==> config.mk <==
export PLATFORM = sky130hd
export DESIGN_NAME = mod_divider_flat
export DESIGN_NICKNAME = d
export VERILOG_FILES = /design/src/rtl/mod_divider_if.sv /design/src/rtl/mod_divider.sv /design/src/flat_wrapper.sv
export SDC_FILE = /design/constraint.sdc
export NUM_CORES = 1
export LEC_CHECK = 0
export CORE_MARGIN = 2
export CORE_UTILIZATION = 58
export CTS_BUF_LIST = sky130_fd_sc_hd__clkbuf_8 sky130_fd_sc_hd__clkbuf_16
export CTS_CLUSTER_SIZE = 25
export DETAILED_ROUTE_END_ITERATION = 8
export GPL_TIMING_DRIVEN = 0
export PLACE_DENSITY = 0.9
export SETUP_SLACK_MARGIN = 0.2
export SKIP_LAST_GASP = 1
export SLEW_MARGIN = 10
export SYNTH_ARGS = -nofsm -noshare
export SYNTH_HDL_FRONTEND = slang
export SYNTH_SLANG_ARGS = --single-unit
==> constraint.sdc <==
create_clock -name clk -period 6.1 [get_ports clk]
set_input_delay 0.61 -clock clk [delete_from_list [all_inputs] [get_ports clk]]
set_output_delay 0.61 -clock clk [all_outputs]
set_load 0.03 [all_outputs]
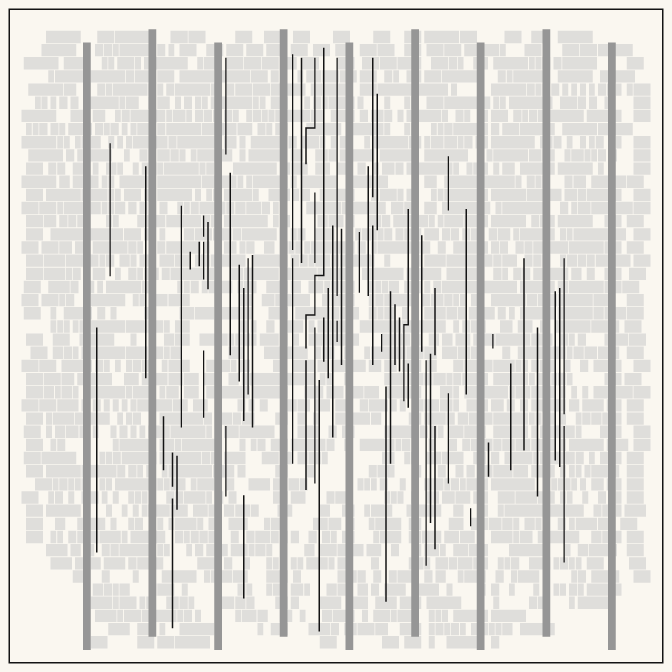
*Metal 4*
Supply wires on this layer in gray. Cells faint in the background.
The longest straight run is 51.7 um. 55 nets have wire on it. The layer holds 4.8% of the routed length. The wires run mostly vertical.
Total Wirelength: 35460 um
total number of vias: 11130

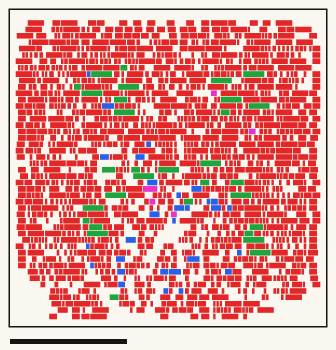
*Cells by drive strength*
The bar under the picture is 50 um long.
Key: _3 and _4 cells = magenta [cells 5, share 0.33%]; _6 and larger = green [cells 31, share 2.0%]; _2 cells = blue [cells 29, share 1.9%]; _0 and _1 cells = red [cells 1461, share 96%]
minimum setup slack in the final design: 2.409 ns
area overhead of the layout relative to synthesis: 25.47%

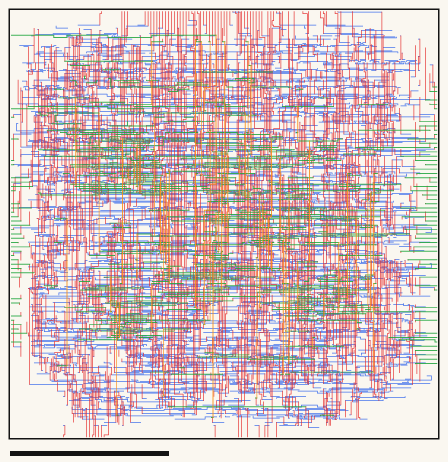
*Routed metal, one color a layer*
The bar under the picture is 50 um long.
Key: metal 2 = red [wire length 15500 um]; metal 4 = orange [wire length 1690 um]; metal 1 = blue [wire length 14100 um]; metal 3 = green [wire length 4210 um]
gr usage total: 38.36%
per-cell routed wire length: 20.31 um

==> results.yml <==
# synthesis and place-and-route metrics
die:
  core_area_um2: 16640
  chip_area_um2: 18160
layout:
  inv_count: 77
  mostFrequentLayoutCells: "278 x nand2_1, 172 x dfxtp_1, 167 x a21oi_1"
  insertedDiodeCount: 0
  mostFrequentLayoutCell: "nand2_1"
  logic_area_um2: 5856
  numSequentialCells: 172
  final.clkbuf_count: 17
final_timing:
  layout_min_cycle_time_ns: 3.691
  clock-skew-final_ns: 0.01340
  drv_slew: 0
  holdWs_ns: 0.4549
  rsz0062_at_grt: "no"
synthesis:
  synthFlopType: "dfxtp_1"
  synthesis.area_um2: 9920
  yosys-top-cells-area: "dfxtp_1 35%, nand2_1 11%, a21oi_1 8.4%"
  yosys-dominant-comb-family: "AND-OR/OR-AND gates"
  top_cell_area_share_pct: 34.71
  post_synthesis_share_of_cell_area_spent_on_xor_and_xnor_gates_pct: 1.854
  async_reset_ff_share_pct: 0
  netlist.top_cell.by_instances: "nand2_1"
  syn_nets: 1494
worst_setup_path:
  critical-path-slowest-cell: "o21ai_0"
  r2r_cells: 11
  critical-path-top-delay-family: "AND-OR/OR-AND gates"
  regToRegSetupSlack_ns: 2.41
  timing.setup.critical_path_class: "reg -> reg"
  crit_cells: 11
detailed_routing:
  route.detailed.vias_per_inst: 6.373
  detail_route.iter0.violations: 1471
run_status:
  run_status: "finished clean"
power_and_ir_drop:
  p_per_area_nw_per_um2: 342.3
  p_seq_mw: 1.36
  worst_ir_drop_vdd_v: 0.0002597
  power.clock.fraction_pct: 25.9
min_path:
  holdPathStages: 2
cts:
  numClockSinks: 172
  cts-root-buf: "clkbuf_16"
[metrics by stage]
| stage | instance area [um2] | utilization (%) | std cells | total power, mW |
|---|---|---|---|---|
| global placement | 11850 | 71.18 | 1714 | 3.079 |
| CTS | 12450 | 74.78 | 1746 | 4.181 |
| finish | 12450 | 74.78 | 1746 | 4.260 |
| global route | 12450 | 74.78 | 1746 | 4.429 |
| detailed placement | 11850 | 71.18 | 1714 | 3.101 |
| floorplan | 9920 | - | 1329 | 2.517 |
[layer usage]
metal  track usage, %  wire length (um)  part of all wire (%)
met5                0                 0                     0
met2            59.95             15490                    44
met4            18.60              1686                   4.8
met3            7.770              4206                    12
met1            50.73             14080                    40
Power is estimated from default activity; no workload was simulated.
